--- config.mk ---
export PLATFORM = sky130hd
export DESIGN_NAME = fir_filter_tap_sequencer
export DESIGN_NICKNAME = d
export VERILOG_FILES = /design/src/rtl/fir_filter_tap_sequencer.sv
export SDC_FILE = /design/constraint.sdc
export NUM_CORES = 1
export LEC_CHECK = 0
export CAP_MARGIN = 15
export CORE_MARGIN = 1
export CORE_UTILIZATION = 44
export DETAILED_ROUTE_END_ITERATION = 6
export GPL_TIMING_DRIVEN = 1
export PLACE_DENSITY = 0.92
export RECOVER_POWER = 100
export SYNTH_ARGS = -nofsm -noshare
export SYNTH_HDL_FRONTEND = slang
export SYNTH_SLANG_ARGS = --single-unit
--- constraint.sdc ---
create_clock -name clk -period 2.4 [get_ports clk]
set_input_delay 0.24 -clock clk [delete_from_list [all_inputs] [get_ports clk]]
set_output_delay 0.24 -clock clk [all_outputs]
set_load 0.01 [all_outputs]
--- src/rtl/fir_filter_tap_sequencer.sv ---
`default_nettype none
// ============================================================================
// Module   : fir_filter_tap_sequencer
// Purpose  : Sample intake and per-tap address/control sequencing for a
//            time-multiplexed FIR datapath.
// Revision : 1.0 - initial release
// ============================================================================
module fir_filter_tap_sequencer #(
    parameter int TAP_COUNT  = 16,
    parameter int ADDR_WIDTH = 4,
    parameter int DATA_WIDTH = 16
) (
    input  logic                  clk,
    input  logic                  rst,
    input  logic                  sample_valid_in,
    input  logic [DATA_WIDTH-1:0] sample_data_in,
    output logic                  sample_ready_out,
    output logic                  write_en_out,
    output logic [ADDR_WIDTH-1:0] write_addr_out,
    output logic [DATA_WIDTH-1:0] write_data_out,
    output logic [ADDR_WIDTH-1:0] sample_addr_out,
    output logic [ADDR_WIDTH-1:0] coeff_addr_out,
    output logic                  tap_valid_out,
    output logic                  sample_zero_out,
    output logic                  overwrite_out,
    output logic                  last_tap_out,
    input  logic                  overflow_in,
    output logic                  overflow_sticky_out
);

    localparam int FILL_WIDTH = ADDR_WIDTH + 1;

    localparam logic [ADDR_WIDTH-1:0] c_LAST_ADDR = ADDR_WIDTH'(TAP_COUNT - 1);
    localparam logic [ADDR_WIDTH-1:0] c_ADDR_ONE  = ADDR_WIDTH'(1);
    localparam logic [FILL_WIDTH-1:0] c_FILL_FULL = FILL_WIDTH'(TAP_COUNT);
    localparam logic [FILL_WIDTH-1:0] c_FILL_ONE  = FILL_WIDTH'(1);

    typedef enum logic [0:0] {
        ST_IDLE = 1'b0,
        ST_RUN  = 1'b1
    } state_t;

    state_t                r_state;
    logic [ADDR_WIDTH-1:0] r_wr_ptr;
    logic [ADDR_WIDTH-1:0] r_rd_ptr;
    logic [ADDR_WIDTH-1:0] r_tap_cnt;
    logic [FILL_WIDTH-1:0] r_fill_cnt;
    logic                  r_overflow_sticky;

    logic w_run;
    logic w_accept;

    assign w_run    = (r_state == ST_RUN);
    assign w_accept = sample_valid_in && !w_run;

    // Write port follows the handshake combinationally so the sample lands
    // in the buffer on the accept edge and is readable by tap 0.
    assign sample_ready_out = !w_run;
    assign write_en_out     = w_accept;
    assign write_addr_out   = w_accept ? r_wr_ptr : '0;
    assign write_data_out   = w_accept ? sample_data_in : '0;

    // Tap controls are decoded from registered state only.
    assign tap_valid_out   = w_run;
    assign sample_addr_out = w_run ? r_rd_ptr : '0;
    assign coeff_addr_out  = w_run ? r_tap_cnt : '0;
    assign overwrite_out   = w_run && (r_tap_cnt == '0);
    assign last_tap_out    = w_run && (r_tap_cnt == c_LAST_ADDR);
    assign sample_zero_out = w_run && ({1'b0, r_tap_cnt} >= r_fill_cnt);

    assign overflow_sticky_out = r_overflow_sticky;

    always_ff @(posedge clk) begin
        if (rst) begin
            r_state           <= ST_IDLE;
            r_wr_ptr          <= '0;
            r_rd_ptr          <= '0;
            r_tap_cnt         <= '0;
            r_fill_cnt        <= '0;
            r_overflow_sticky <= 1'b0;
        end else begin
            case (r_state)
                ST_IDLE: begin
                    if (sample_valid_in) begin
                        r_rd_ptr   <= r_wr_ptr;
                        r_wr_ptr   <= (r_wr_ptr == c_LAST_ADDR) ? '0 : r_wr_ptr + c_ADDR_ONE;
                        r_fill_cnt <= (r_fill_cnt == c_FILL_FULL) ? r_fill_cnt
                                                                  : r_fill_cnt + c_FILL_ONE;
                        r_tap_cnt  <= '0;
                        r_state    <= ST_RUN;
                    end
                end
                ST_RUN: begin
                    // Walk backwards through the buffer: newest sample first.
                    r_rd_ptr <= (r_rd_ptr == '0) ? c_LAST_ADDR : r_rd_ptr - c_ADDR_ONE;
                    if (r_tap_cnt == c_LAST_ADDR) begin
                        r_tap_cnt <= '0;
                        r_state   <= ST_IDLE;
                    end else begin
                        r_tap_cnt <= r_tap_cnt + c_ADDR_ONE;
                    end
                end
                default: r_state <= ST_IDLE;
            endcase

            // A new output starts with a clean flag; otherwise overflow latches.
            if (w_accept) begin
                r_overflow_sticky <= 1'b0;
            end else if (overflow_in) begin
                r_overflow_sticky <= 1'b1;
            end
        end
    end

endmodule
`default_nettype wire

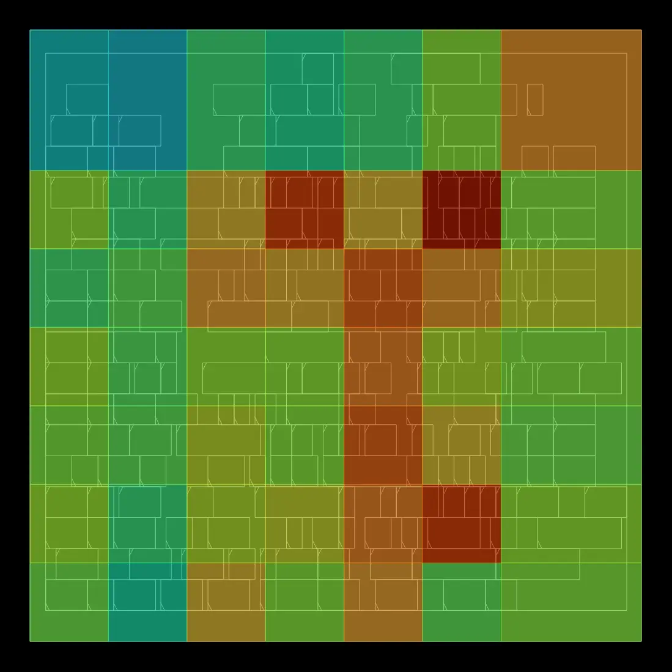
Figure 1: track usage over the die.
met3 Use GR: 0.0424
average wire per cell in the routed design: 12.3 um
final cell utilization of the core: 0.700
met2 layer usage reported by global route: 0.399
global-route met1 utilization: 0.262

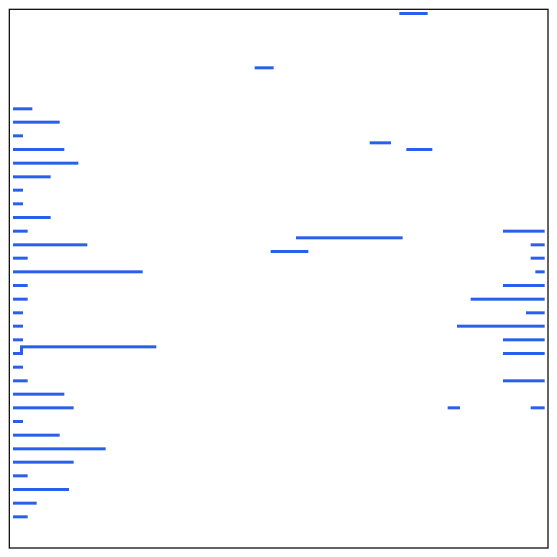
Figure 2: met3 routing.
Scale: 10 px per um.
longest straight run = 13.3 um
nets with wire on the layer = 48

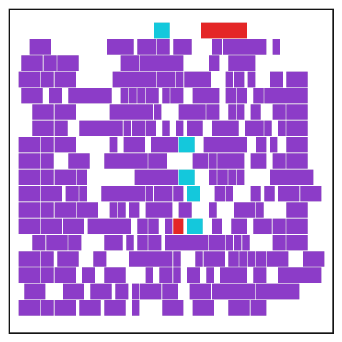
Figure 3: cells by drive strength.
Scale: 6 px per um.
cyan -> _3 and _4 cells  # cells 5, share 2.5%
red -> _2 cells  # cells 2, share 0.98%
purple -> _0 and _1 cells  # cells 197, share 97%

==> flow_metrics.tcl <==
# implementation run metrics
set metrics [dict create \
    grt_pass1_wl_mm 4.81 \
    status "finished, final reports clean" \
    post-route-drc-count 0 \
    path_depth_of_the_worst_reg2reg_path 5 \
    wirelength_mm 2.88 \
    cts_made_buffers 3 \
    post-dp-hpwl_mm 2.21 \
    cts-root-buf "sky130_fd_sc_hd__clkbuf_4" \
    power.group.top "sequential cells" \
    timing.fmax_mhz 439 \
    worst-slew-pin-transition_ps 453 \
    vias_in_the_first_global_route 1147 \
    worst_setup_path_end_kind "primary output" \
    critical_path_cell_count 7 \
    slew_headroom 0.697 \
    dominant_logic_cell_type_in_the_layout "sky130_fd_sc_hd__dlygate4sd3_1" \
    number_of_non_filler_instances_in_the_completed_layout 234 \
    synth.yosys.num_cells 150 \
    final_net_count 235 \
    sum_of_met2_wire_segment_lengths_after_detailed_routing_mm 1.41 \
    count_of_endpoints_failing_hold_in_the_final_timing_report 0 \
    startpoint "r_tap_cnt[0]" \
    maximum_number_of_pins_on_one_net_before_global_route_repair 28 \
    globalRouteOverflowTotal 0 \
    cellPowerDensity_nw_per_um2 404 \
]
-- state kept, by name, summed over array words and instances, names as in the netlist --
name                 count
r_fill_cnt               5
r_rd_ptr                 4
r_tap_cnt                4
r_wr_ptr                 4
overflow_sticky_out      1
tap_valid_out            1
-- kinds of logic after synthesis --
family,after synthesis,synth area share
mux,1,0.00850
buf+inv,19,0.0627
compound gates,27,0.151
flops,19,0.323
xor+xnor,4,0.0298
fa+ha+maj,10,0.106
simple gates,70,0.319
-- cell type report --
| type | instances | area, um2 | share of cell area |
|---|---|---|---|
| clock buffer | 3 | 22.5 | 0.0129 |
| clock inverter | 1 | 5.00 | 0.00286 |
| inverter | 13 | 51.3 | 0.0293 |
| multi-input combinational | 112 | 701 | 0.401 |
| sequential | 19 | 382 | 0.218 |
| tap | 30 | 37.5 | 0.0215 |
| timing repair buffer | 56 | 551 | 0.315 |
-- through the flow --
| step | setup slack, ps | hold slack (ps) | utilization | area [um2] |
|---|---|---|---|---|
| after floorplan | 800 | 402 | - | 1180 |
| after global placement | 285 | 481 | 0.699 | 1750 |
| after detailed placement | 204 | 499 | 0.699 | 1750 |
| after CTS | 104 | 494 | 0.710 | 1780 |
| after global routing | 20.0 | 504 | 0.700 | 1750 |
| final | 125 | 494 | 0.700 | 1750 |
-- worst min path at each step --
stage | startpoint | endpoint | slack, ps | cells after the start
2_1_floorplan | overflow_in | overflow_sticky_out | 400 | 2
3_3_place_gp | overflow_sticky_out | overflow_sticky_out | 480 | 2
3_5_place_dp | r_wr_ptr[3] | r_wr_ptr[3] | 500 | 2
4_1_cts | overflow_in | overflow_sticky_out | 490 | 3
5_1_grt | overflow_in | overflow_sticky_out | 500 | 3
6_report | overflow_in | overflow_sticky_out | 490 | 3
